==> run_1/pdn.png <==
Scale bar: 20 um. Pins as bars on the die edge.
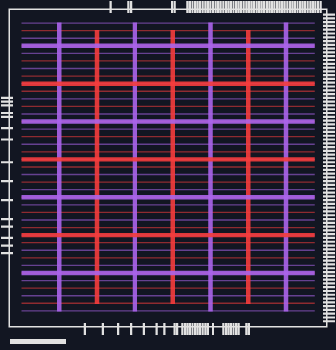
==> run_1/cell_classes.png <==
Fill, decap, tap and diode cells in gray.
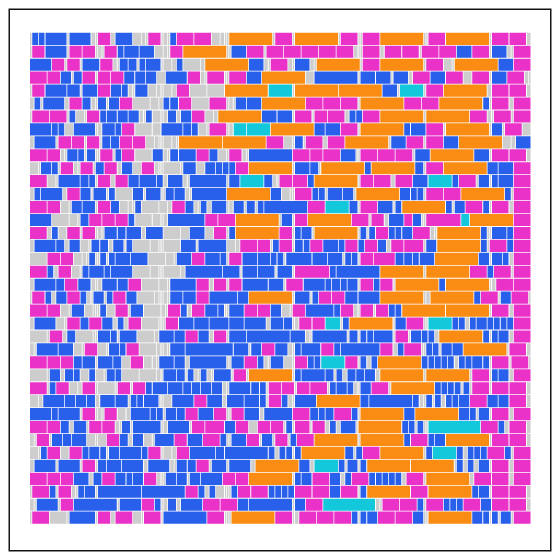
==> run_1/clock_map.png <==
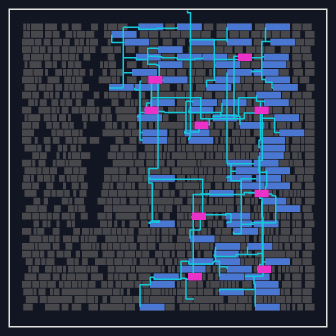
File: src/rtl/lsu_mem_master_pkg.sv
// Shared load/store definitions: funct3 encodings, error codes, FSM states,
// response record and an access-size helper.
package lsu_mem_master_pkg;

  localparam logic [2:0] F3_LB  = 3'd0;
  localparam logic [2:0] F3_LH  = 3'd1;
  localparam logic [2:0] F3_LW  = 3'd2;
  localparam logic [2:0] F3_LBU = 3'd4;
  localparam logic [2:0] F3_LHU = 3'd5;
  localparam logic [2:0] F3_SB  = 3'd0;
  localparam logic [2:0] F3_SH  = 3'd1;
  localparam logic [2:0] F3_SW  = 3'd2;

  localparam logic [1:0] LSU_ERR_OK    = 2'b00;
  localparam logic [1:0] LSU_ERR_MISAL = 2'b01;
  localparam logic [1:0] LSU_ERR_FAULT = 2'b10;
  localparam logic [1:0] LSU_ERR_ILL   = 2'b11;

  typedef enum logic [1:0] {
    ST_IDLE   = 2'd0,
    ST_ACCESS = 2'd1,
    ST_RESP   = 2'd2
  } lsu_state_e;

  typedef struct packed {
    logic [31:0] rdata;
    logic [1:0]  err;
  } lsu_rsp_t;

  // Bytes touched by an access; funct3[1:0] encodes byte/half/word.
  function automatic logic [2:0] access_size(input logic [2:0] funct3);
    case (funct3[1:0])
      2'd0:    access_size = 3'd1;
      2'd1:    access_size = 3'd2;
      default: access_size = 3'd4;
    endcase
  endfunction

endpackage

File: src/rtl/lsu_mem_master_req_check.sv
// Combinational legality check for a load/store request.
// Priority: illegal funct3 > misaligned > access fault.
module lsu_req_check
  import lsu_mem_master_pkg::*;
#(
  parameter int ADDR_W      = 32,
  parameter int MEM_AW      = 8,
  parameter int MEM_BYTES   = 256,
  parameter bit CHECK_ALIGN = 1'b1
) (
  input  logic              we,
  input  logic [2:0]        funct3,
  input  logic [ADDR_W-1:0] addr,
  output logic [1:0]        err
);

  // One extra bit so addr + size - 1 can never wrap back into range.
  localparam logic [ADDR_W:0] MEM_END = (ADDR_W+1)'(MEM_BYTES);
  localparam logic [ADDR_W:0] ONE     = (ADDR_W+1)'(1);

  logic            ill, mis, fault;
  logic [2:0]      size;
  logic [ADDR_W:0] last;

  // Evaluate each rule, then pick the highest-priority one.
  always_comb begin
    size  = access_size(funct3);
    ill   = we ? (funct3 > F3_SW)
               : (funct3 == 3'd3 || funct3 == 3'd6 || funct3 == 3'd7);
    mis   = 1'b0;
    if (CHECK_ALIGN)
      mis = (size == 3'd2 && addr[0]) || (size == 3'd4 && addr[1:0] != 2'b00);
    last  = {1'b0, addr} + (ADDR_W+1)'(size) - ONE;
    fault = (last >= MEM_END) || ((addr >> MEM_AW) != '0);
    if (ill)        err = LSU_ERR_ILL;
    else if (mis)   err = LSU_ERR_MISAL;
    else if (fault) err = LSU_ERR_FAULT;
    else            err = LSU_ERR_OK;
  end

endmodule

File: src/rtl/lsu_mem_master.sv
// MEM-stage load/store master: accepts one request, checks it, strobes the
// memory port for a single cycle and returns data or an error code.
module lsu_mem_master
  import lsu_mem_master_pkg::*;
#(
  parameter int ADDR_W      = 32,
  parameter int MEM_AW      = 8,
  parameter int MEM_BYTES   = 256,
  parameter bit CHECK_ALIGN = 1'b1
) (
  input  logic              clk,
  input  logic              rst_n,
  input  logic              req_valid,
  output logic              req_ready,
  input  logic              req_we,
  input  logic [2:0]        req_funct3,
  input  logic [ADDR_W-1:0] req_addr,
  input  logic [31:0]       req_wdata,
  output logic              rsp_valid,
  input  logic              rsp_ready,
  output logic [31:0]       rsp_rdata,
  output logic [1:0]        rsp_err,
  output logic [2:0]        mem_choose,
  output logic              mem_read,
  output logic              mem_write,
  output logic [MEM_AW-1:0] mem_addr,
  output logic [31:0]       mem_wdata,
  input  logic [31:0]       mem_rdata
);

  lsu_state_e        state, state_nxt;
  logic              we_q;
  logic [2:0]        f3_q;
  logic [MEM_AW-1:0] addr_q;
  logic [31:0]       wdata_q;
  lsu_rsp_t          rsp_q;
  logic [1:0]        chk_err;
  logic              accept, rsp_done;

  lsu_req_check #(
    .ADDR_W      (ADDR_W),
    .MEM_AW      (MEM_AW),
    .MEM_BYTES   (MEM_BYTES),
    .CHECK_ALIGN (CHECK_ALIGN)
  ) u_check (
    .we     (req_we),
    .funct3 (req_funct3),
    .addr   (req_addr),
    .err    (chk_err)
  );

  assign accept    = req_valid && req_ready;
  assign rsp_done  = rsp_valid && rsp_ready;
  assign rsp_rdata = rsp_q.rdata;
  assign rsp_err   = rsp_q.err;

  // State register.
  always_ff @(posedge clk or negedge rst_n) begin
    if (!rst_n) state <= ST_IDLE;
    else        state <= state_nxt;
  end

  // Next state: errors skip the memory access entirely.
  always_comb begin
    state_nxt = state;
    case (state)
      ST_IDLE:   if (accept) state_nxt = (chk_err == LSU_ERR_OK) ? ST_ACCESS : ST_RESP;
      ST_ACCESS: state_nxt = ST_RESP;
      ST_RESP:   if (rsp_done) state_nxt = ST_IDLE;
      default:   state_nxt = ST_IDLE;
    endcase
  end

  // Outputs decoded from the state register; memory port is zero outside ACCESS.
  always_comb begin
    req_ready  = 1'b0;
    rsp_valid  = 1'b0;
    mem_read   = 1'b0;
    mem_write  = 1'b0;
    mem_choose = '0;
    mem_addr   = '0;
    mem_wdata  = '0;
    case (state)
      ST_IDLE: req_ready = 1'b1;
      ST_ACCESS: begin
        mem_read   = !we_q;
        mem_write  = we_q;
        mem_choose = f3_q;
        mem_addr   = addr_q;
        mem_wdata  = wdata_q;
      end
      ST_RESP: rsp_valid = 1'b1;
      default: ;
    endcase
  end

  // Request capture on handshake.
  always_ff @(posedge clk or negedge rst_n) begin
    if (!rst_n) begin
      we_q    <= 1'b0;
      f3_q    <= '0;
      addr_q  <= '0;
      wdata_q <= '0;
    end else if (accept) begin
      we_q    <= req_we;
      f3_q    <= req_funct3;
      addr_q  <= req_addr[MEM_AW-1:0];
      wdata_q <= req_wdata;
    end
  end

  // Response: error latched at accept, load data at the end of ACCESS.
  always_ff @(posedge clk or negedge rst_n) begin
    if (!rst_n) begin
      rsp_q <= '0;
    end else if (accept) begin
      rsp_q <= '{rdata: '0, err: chk_err};
    end else if (state == ST_ACCESS) begin
      rsp_q.rdata <= we_q ? '0 : mem_rdata;
    end else if (rsp_done) begin
      rsp_q <= '0;
    end
  end

endmodule

File: config.mk
export PLATFORM = sky130hd
export DESIGN_NAME = lsu_mem_master
export DESIGN_NICKNAME = d
export VERILOG_FILES = /design/src/rtl/lsu_mem_master_pkg.sv /design/src/rtl/lsu_mem_master_req_check.sv /design/src/rtl/lsu_mem_master.sv
export SDC_FILE = /design/constraint.sdc
export NUM_CORES = 1
export LEC_CHECK = 0
export CORE_MARGIN = 4
export CORE_UTILIZATION = 51
export CTS_BUF_LIST = sky130_fd_sc_hd__clkbuf_8 sky130_fd_sc_hd__clkbuf_16
export DETAILED_ROUTE_END_ITERATION = 7
export PLACE_DENSITY = 0.87
export SLEW_MARGIN = 5
export SYNTH_ARGS = -nofsm -noshare
export SYNTH_HDL_FRONTEND = slang
export SYNTH_SLANG_ARGS = --single-unit
File: constraint.sdc
create_clock -name clk -period 3.51 [get_ports clk]
set_input_delay 0.8775 -clock clk [delete_from_list [all_inputs] [get_ports clk]]
set_output_delay 0.8775 -clock clk [all_outputs]
set_load 0.02 [all_outputs]
==> impl_metrics.py, run 1 <==
# Generated from Yosys and OpenROAD reports
metrics = {
    "timing": {
        "rsz0062_at_grt": "true",
        "fin_crit_ps": 3970,
        "relSlewSlack_pct": 30.9,
        "slew_viol_final": 0,
        "setup_viol": 3,
        "finalHoldViolCount": 0,
        "setup_tns_ps": -1340,
        "min_period_over_period_pct": 113,
        "setup_ws_ps": -457,
        "timing.hold.ws_ps": 486,
    },
    "synth": {
        "edf_count": 0,
        "synthCells": 682,
        "top_area_share_pct": 35.3,
        "yosys-stat-cells": 682,
        "syn_nets": 833,
        "xor_area_share_pct": 2.01,
        "avgSynthCellArea_um2": 8.32,
        "synth-simple-area-share_pct": 25.4,
        "area_leaders": "dfrtp_1 (35%), ha_1 (10%), nand2_1 (8.9%), a22o_1 (5.2%), and2_1 (5.0%)",
        "largest_area_cell": "dfrtp_1",
        "synth.logic.top_family": "simple AND/OR/NAND/NOR gates",
    },
    "clocking": {
        "clock_sink_count": 80,
        "cts_buffers": 9,
        "holdBufCountCts": 0,
        "worstSkewPairLatency_ps": 380,
        "clk_pin_slew_ps": 90,
        "cts_setup_buffers": 10,
    },
    "critical_path": {
        "reg2reg_slack_ps": 1300,
        "reg2reg_depth": 5,
        "arrival_ps": 4220,
        "cpLargestDelayFamily": "simple AND/OR/NAND/NOR gates",
        "worst_path_largest_cell_delay_ps": 510,
        "timing.rr.start": "state[0]",
        "startpoint": "req_addr[5]",
        "crit_path_end_kind": "register",
    },
    "route": {
        "wire_per_inst_um": 23.5,
        "num_vias": 7234,
        "wl_um": 27300,
        "drc": 15,
    },
    "power": {
        "p_per_area_nw_per_um2": 333,
        "leakagePower_nw": 4.51,
        "p_clk_share_pct": 24.9,
        "cell_internal_pwr_mw": 2.03,
    },
    "global_route": {
        "grt_pass1_wl_um": 38500,
    },
    "cells_and_area": {
        "final_nets": 1169,
        "drive_gt1_share_pct": 24.9,
    },
    "floorplanning": {
        "design.core.area_um2": 10900,
        "row_count": 38,
        "dieHeight_um": 114,
    },
    "min_path": {
        "hp-class": "register to register",
    },
    "status": {
        "violations": "DRC, setup timing",
        "status": "finished, violations left",
    },
}
Notes on pdn.png above:
purple -> VSS
red -> VDD
met5 straps = 7
met1 rails = 39
signal pins = 185

Notes on cell_classes.png above:
blue -> all other logic  # cells 580, share of their area 43%
cyan -> clock drivers and dummy loads  # cells 15, share of their area 2.4%
magenta -> other buffers and delay cells  # cells 347, share of their area 33%
orange -> flip-flops  # cells 80, share of their area 22%

Notes on clock_map.png above:
cyan -> clock wires  # length 1,040 um
magenta -> cells driving clock nets  # count 9
blue -> flip-flops  # count 80
routed clock nets = 10

[run 1: how the worst min path moves through the flow]
stage	startpoint	end	slack, ps	cells past startpoint
floorplan	f3_q[0]	f3_q[0]	440	2
global placement	wdata_q[3]	wdata_q[3]	450	2
detailed placement	wdata_q[31]	wdata_q[31]	460	2
CTS	wdata_q[7]	wdata_q[7]	480	2
global route	wdata_q[22]	wdata_q[22]	500	2
finish	wdata_q[7]	wdata_q[7]	490	2
[run 1: Yosys cell counts (all sizes together), types with 3 or more instances]
library cell / instances
a211o: 5
a211oi: 5
a21o: 5
a21oi: 34
a22o: 34
a31oi: 6
and2: 45
and3: 7
clkbuf: 20
dfrtp: 80
ha: 46
inv: 58
nand2: 134
nand2b: 16
nand3: 6
nand4: 8
nor2: 31
nor2b: 19
nor3: 8
nor3b: 3
nor4: 7
o211ai: 6
o21a: 4
o21ai: 34
o21bai: 4
o31ai: 4
o41ai: 3
xnor2: 11
[run 1: registers in the layout, indices dropped and copies added, names as in the netlist]
register / cells
wdata_q: 32
rsp_err: 2
rsp_rdata: 32
we_q: 1
state: 2
addr_q: 8
f3_q: 3
[run 1: power by group through the flow]
stage          Sequential [mW]  Clock, mW  Combinational (mW)
2_1_floorplan             1.11          0               0.495
3_3_place_gp              1.12          0               0.967
3_5_place_dp              1.13          0                1.01
4_1_cts                   1.12      0.757                1.11
5_1_grt                   1.15      0.807                1.29
6_report                  1.14      0.786                1.23
[run 1: layout make-up]
| cell class | count | area (um^2) |
|---|---|---|
| diodes | 1 | 2.50 |
| clock buffers | 10 | 138 |
| clock inverters | 5 | 81.3 |
| fillers | 513 | 1400 |
| inverters | 58 | 233 |
| multi-input cells | 522 | 3770 |
| flip-flops and latches | 80 | 2000 |
| well taps | 140 | 175 |
| repair buffers | 347 | 3090 |
[run 1: worst reg2reg max path: cells and delay by family (launching register included)]
kind                   cells  cell delay (ps)
buffers and inverters      2              620
AND/OR/NAND/NOR            2              780
flip-flops                 1              470
AND-OR/OR-AND              1              260
[run 1: cell usage in the layout, fill, tap and decap left out, types with 6 or more instances in the layout]
cell type        synthesis  layout
ha_4                     0      12
and2_1                  45      45
nand4_1                  8       8
buf_4                    0     162
nor2_1                  31      31
clkdlybuf4s50_1          0     176
ha_1                    46      31
a22o_1                  34      34
dfrtp_1                 80      80
clkbuf_8                 0      10
nand2_1                134     132
a21oi_2                  1       8
inv_1                   57      50
a21oi_1                 33      23
o21ai_0                 27      27
xnor2_1                 11      11
nor2b_1                 18      13
nand3_1                  6       6
nand2b_1                16      16
nor4_1                   6       6
[run 1: metrics by stage]
| stage | area [um^2] | power, mW | instances | setup WS [ps] |
|---|---|---|---|---|
| 2_1_floorplan | 5730 | 1.61 | 682 | -67.8 |
| 6_report | 9490 | 3.16 | 1163 | -457 |
| 4_1_cts | 9360 | 2.99 | 1157 | 4.14 |
| 3_3_place_gp | 8800 | 2.08 | 1132 | -777 |
| 3_5_place_dp | 8800 | 2.14 | 1132 | -962 |
| 5_1_grt | 9490 | 3.25 | 1162 | -488 |
[run 1: layer usage]
metal	part of all wire (%)	GRT usage, %
met5	0	0
met4	8.2	23.0
met3	11	8.86
met2	47	67.7
met1	33	41.2
--- run 2 (diff from run 1) ---
--- a/config.mk
+++ b/config.mk
@@ -5,11 +5,13 @@
 export SDC_FILE = /design/constraint.sdc
 export NUM_CORES = 1
 export LEC_CHECK = 0
+export ABC_AREA = 1
+export CORE_ASPECT_RATIO = 2
 export CORE_MARGIN = 4
-export CORE_UTILIZATION = 51
+export CORE_UTILIZATION = 53
 export CTS_BUF_LIST = sky130_fd_sc_hd__clkbuf_8 sky130_fd_sc_hd__clkbuf_16
 export DETAILED_ROUTE_END_ITERATION = 7
-export PLACE_DENSITY = 0.87
+export PLACE_DENSITY = 0.88
 export SLEW_MARGIN = 5
 export SYNTH_ARGS = -nofsm -noshare
 export SYNTH_HDL_FRONTEND = slang
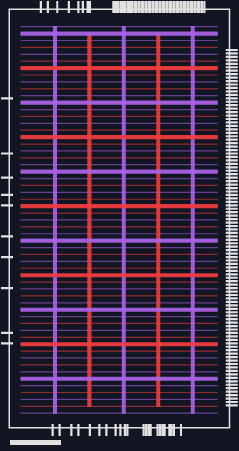
(run_2/pdn.png)
Scale bar: 20 um. Pins as bars on the die edge.
red -> VDD
purple -> VSS
rows = 56
met5 straps = 11
met4 straps = 5

==> impl_metrics.py, run 2 <==
# Generated from Yosys and OpenROAD reports
metrics = {
    "global_route": {
        "grt_pass1_wl_um": 38800,
    },
    "timing": {
        "slew_viol_final": 0,
        "min_period_over_period_pct": 100,
        "setup_ws_ps": -15.1,
        "setup_tns_ps": -15.1,
        "finalHoldViolCount": 0,
        "setup_viol": 1,
        "relSlewSlack_pct": 33.2,
    },
    "cells_and_area": {
        "seq_area_um2": 2000,
        "drive_gt1_share_pct": 17.2,
        "layout_top_cells": "nand2_1 (288), inv_1 (210), clkdlybuf4s50_1 (179)",
        "lay_top_count": "nand2_1",
        "fillers": 784,
    },
    "synth": {
        "most_common_cell": "nand2_1",
        "yosys-stat-cells": 1031,
        "edf_count": 0,
        "synth.top_cells.by_count": "nand2_1 (302), inv_1 (218), nor2_1 (117), o21ai_0 (83), dfrtp_1 (80)",
        "syn_nets": 1182,
        "avgSynthCellArea_um2": 6.28,
        "area_leaders": "dfrtp_1 (31%), nand2_1 (18%), inv_1 (13%), ha_1 (8.9%), nor2_1 (6.8%)",
    },
    "critical_path": {
        "arrival_ps": 3760,
        "startpoint": "req_addr[2]",
        "crit_path_end_kind": "register",
        "worst_path_largest_cell_delay_ps": 430,
        "timing.rr.start": "state[0]",
    },
    "floorplanning": {
        "design.core.area_um2": 11800,
        "dieHeight_um": 164,
    },
    "power": {
        "leakagePower_nw": 5.00,
        "p_clk_share_pct": 28.7,
        "cell_internal_pwr_mw": 2.05,
        "p_per_area_nw_per_um2": 323,
    },
    "clocking": {
        "clock_sink_count": 80,
        "clk_pin_slew_ps": 60,
        "holdBufCountCts": 0,
        "cts_buffers": 9,
        "worstSkewPairLatency_ps": 350,
    },
    "route": {
        "drc": 0,
        "wire_per_inst_um": 18.2,
        "wl_um": 26700,
        "num_vias": 7911,
    },
    "status": {
        "status": "finished, violations left",
        "violations": "setup timing",
    },
    "min_path": {
        "hp-class": "register to register",
    },
    "place": {
        "placed_area_um2": 9220,
        "pre_cts_slack_ps": -507,
    },
}
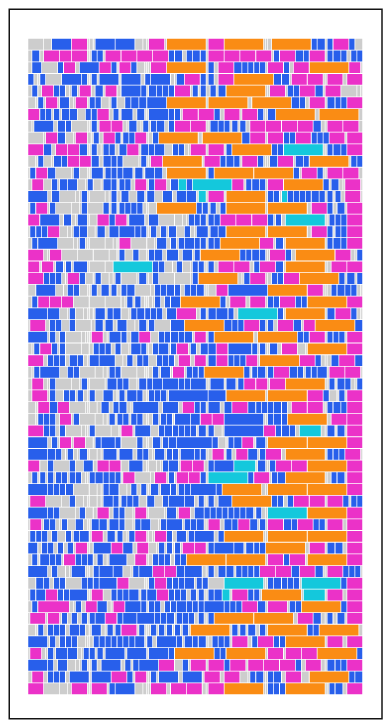
(run_2/cell_classes.png)
Fill, decap, tap and diode cells in gray.
blue -> all other logic  # cells 932, share of their area 48%
cyan -> clock drivers and dummy loads  # cells 16, share of their area 3.0%
magenta -> other buffers and delay cells  # cells 294, share of their area 28%
orange -> flip-flops  # cells 80, share of their area 21%

[run 2: layout make-up]
cell class | count | share of cell area (%)
Timing Repair Buffer | 294 | 27.6
Multi-Input combinational cell | 702 | 38.1
Sequential cell | 80 | 20.6
Inverter | 230 | 8.91
Clock inverter | 4 | 0.193
Clock buffer | 12 | 2.74
Tap cell | 145 | 1.87
[run 2: worst min path at each step]
stage / startpoint / to
floorplan: addr_q[0] / addr_q[0]
CTS: addr_q[6] / addr_q[6]
finish: addr_q[6] / addr_q[6]
global placement: addr_q[7] / addr_q[7]
global route: addr_q[6] / addr_q[6]
detailed placement: addr_q[6] / addr_q[6]
[run 2: repair_timing]
action | in CTS | in global routing
pin swaps | 5 | 17
setup buffers | 3 | 3
resized | 8 | 45
endpoints found under the setup margin | 3 | 3
hold endpoints to repair | 0 | 0
[run 2: worst max-delay path: cells and delay by family]
family / cells / cell delay (ps)
fa+ha+maj: 2 / 440
buf+inv: 5 / 810
simple gates: 18 / 1620
[run 2: cell families after synthesis]
logic type / Yosys count / share of synthesized area, %
AOI/OAI and AO/OA: 120 / 10.0
xor gates and xnor gates: 4 / 0.541
adders and majority gates: 47 / 9.19
buffers and inverters: 249 / 14.5
DFF: 80 / 30.9
and+or+nand+nor: 531 / 34.8
[run 2: power groups by stage]
| stage | sequential (mW) | clock (mW) | combinational [mW] |
|---|---|---|---|
| after floorplan | 1.08 | 0 | 0.562 |
| after global placement | 1.08 | 0 | 1.03 |
| after detailed placement | 1.09 | 0 | 1.05 |
| after CTS | 1.08 | 0.901 | 1.08 |
| after global routing | 1.09 | 0.941 | 1.26 |
| final | 1.08 | 0.903 | 1.16 |
[run 2: routing by layer]
metal  share of wire, %  global-route usage, %  vias to the layer above
li1                   -                      -                     3698
met1                 29                   30.7                     3630
met2                 53                   69.4                      428
met3                7.3                   6.07                      153
met5              0.049                      0                        -
met4                 10                   29.4                        2
[run 2: metrics by stage]
stage               power, mW  util, %  cells  hold WS, ps
global placement         2.11     77.8   1445          466
floorplan                1.65        -   1031          453
finish                   3.14     82.0   1467          488
CTS                      3.06     80.5   1464          488
global route             3.29     82.0   1467          508
detailed placement       2.14     77.8   1445          474
--- run 3 (diff from run 2) ---
==> constraint.sdc (replaced) <==
create_clock -name clk -period 4.29 [get_ports clk]
set_input_delay 1.0725 -clock clk [delete_from_list [all_inputs] [get_ports clk]]
set_output_delay 1.0725 -clock clk [all_outputs]
set_load 0.02 [all_outputs]
==> impl_metrics.py, run 3 <==
# Generated from Yosys and OpenROAD reports
metrics = {
    "status": {
        "status": "completed",
    },
    "synth": {
        "largest_area_cell": "dfrtp_1",
        "yosys-stat-cells": 1031,
        "syn_nets": 1182,
        "avgSynthCellArea_um2": 6.28,
        "synth.top_cells.by_count": "nand2_1 (302), inv_1 (218), nor2_1 (117), o21ai_0 (83), dfrtp_1 (80)",
        "edf_count": 0,
    },
    "timing": {
        "timing.hold.ws_ps": 489,
        "finalHoldViolCount": 0,
        "setup_ws_ps": 380,
        "setup_viol": 0,
        "setup_tns_ps": 0,
        "slew_viol_final": 0,
        "min_period_over_period_pct": 91.2,
        "fin_crit_ps": 3910,
        "rsz0062_at_grt": "false",
    },
    "cells_and_area": {
        "final_nets": 1364,
        "comb_area_um2": 3540,
        "fillers": 952,
        "layout_top_cells": "nand2_1 (302), inv_1 (219), clkdlybuf4s50_1 (183)",
        "stdcell_count": 1362,
        "seq_area_um2": 2000,
        "stdcell_area_um2": 8740,
        "utilization_pct": 73.8,
        "drive_gt1_share_pct": 6.57,
    },
    "route": {
        "wl_um": 23100,
        "drc": 0,
        "num_vias": 7041,
        "wire_per_inst_um": 17.0,
    },
    "power": {
        "finalPower_mw": 2.33,
        "leakagePower_nw": 4.46,
        "p_per_area_nw_per_um2": 267,
    },
    "critical_path": {
        "reg2reg_depth": 6,
        "arrival_ps": 4130,
        "path_buffers": 5,
        "crit_path_end_kind": "register",
        "reg2reg_slack_ps": 2360,
        "cpLargestDelayFamily": "simple AND/OR/NAND/NOR gates",
        "rr_endpoint": "rsp_rdata[11]",
        "worst_path_largest_cell_delay_ps": 430,
    },
    "min_path": {
        "whs_path_depth": 2,
        "worst_hold_path.endpoint": "addr_q[4]",
        "holdCritStartpoint": "addr_q[4]",
        "hp-class": "register to register",
    },
    "floorplanning": {
        "dieHeight_um": 164,
        "row_count": 56,
        "design.core.area_um2": 11800,
    },
    "place": {
        "placed_area_um2": 8470,
        "pre_cts_slack_ps": 49.6,
        "place_inst": 1347,
    },
    "clocking": {
        "holdBufCountCts": 0,
        "cts_setup_buffers": 0,
        "clk_pin_slew_ps": 60,
        "cts_resized": 0,
    },
    "global_route": {
        "grt_pass1_wl_um": 35200,
    },
}
[run 3: cell types whose count changed in the layout (fill, tap and decap cells not counted), moves of 8 or more]
cell     previous run  this run
nand2_2            31        18
inv_2              20        12
inv_1             210       219
buf_4             110         7
nand2_1           288       302
[run 3: power by group]
group | internal (mW) | switching, mW
Sequential | 0.845 | 0.0344
Clock | 0.416 | 0.286
Combinational | 0.281 | 0.471
Total | 1.54 | 0.791
[run 3: worst register-to-register path, stage by stage, from the launching register on]
cell and delay, ps:
dfrtp_1 400, inv_1 80, nor2_1 50, inv_2 600, nand3_1 150, buf_4 260, o21ai_0 280
[run 3: metal layers]
layer	part of all wire, %	GRT usage, %	vias to the layer above
met3	5.8	5.02	82
li1	-	-	3494
met5	0	0	-
met2	56	64.1	273
met1	32	29.4	3192
met4	6.8	21.4	0
[run 3: final cells by class]
| type | count | area share, % |
|---|---|---|
| tap | 145 | 2.08 |
| inverter | 230 | 9.88 |
| timing repair buffer | 190 | 21.6 |
| clock inverter | 4 | 0.243 |
| clock buffer | 11 | 2.89 |
| multi-input combinational | 702 | 40.5 |
| sequential | 80 | 22.9 |
[run 3: logic make-up after synthesis]
logic type,Yosys count,synth area share [%]
buf+inv,249,14.5
flops,80,30.9
simple gates,531,34.8
xor+xnor,4,0.541
compound gates,120,10.0
fa+ha+maj,47,9.19
[run 3: worst max-delay path by stage]
stage | depth (start not counted) | slack (ps) | endpoint | from
2_1_floorplan | 25 | 830 | rsp_err[1] | req_funct3[1]
3_5_place_dp | 26 | 50 | rsp_err[1] | req_funct3[1]
5_1_grt | 26 | 8 | rsp_err[1] | req_funct3[1]
3_3_place_gp | 26 | 140 | rsp_err[1] | req_funct3[1]
6_report | 26 | 380 | rsp_err[1] | req_funct3[1]
4_1_cts | 26 | 380 | rsp_err[1] | req_funct3[1]
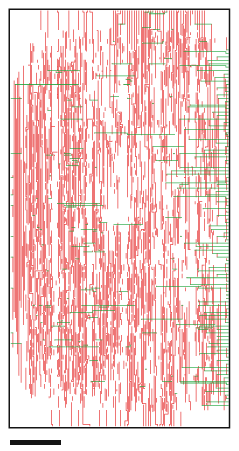
(run_3/metal_stack.png)
Scale bar: 20 um. Two of the layers only.
red -> met2  # wire length 12,900 um
green -> met3  # wire length 1,330 um

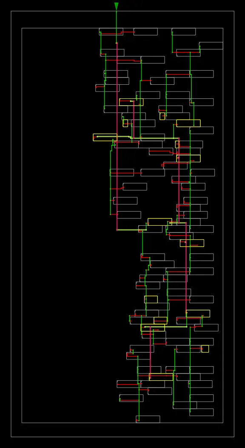
(run_3/final_clocks.png)
Worst Clk Skew: 5.48 ps
Insertion Delay late pin: 330 ps
total CTS buffers: 9

Power is estimated from default activity; no workload was simulated.
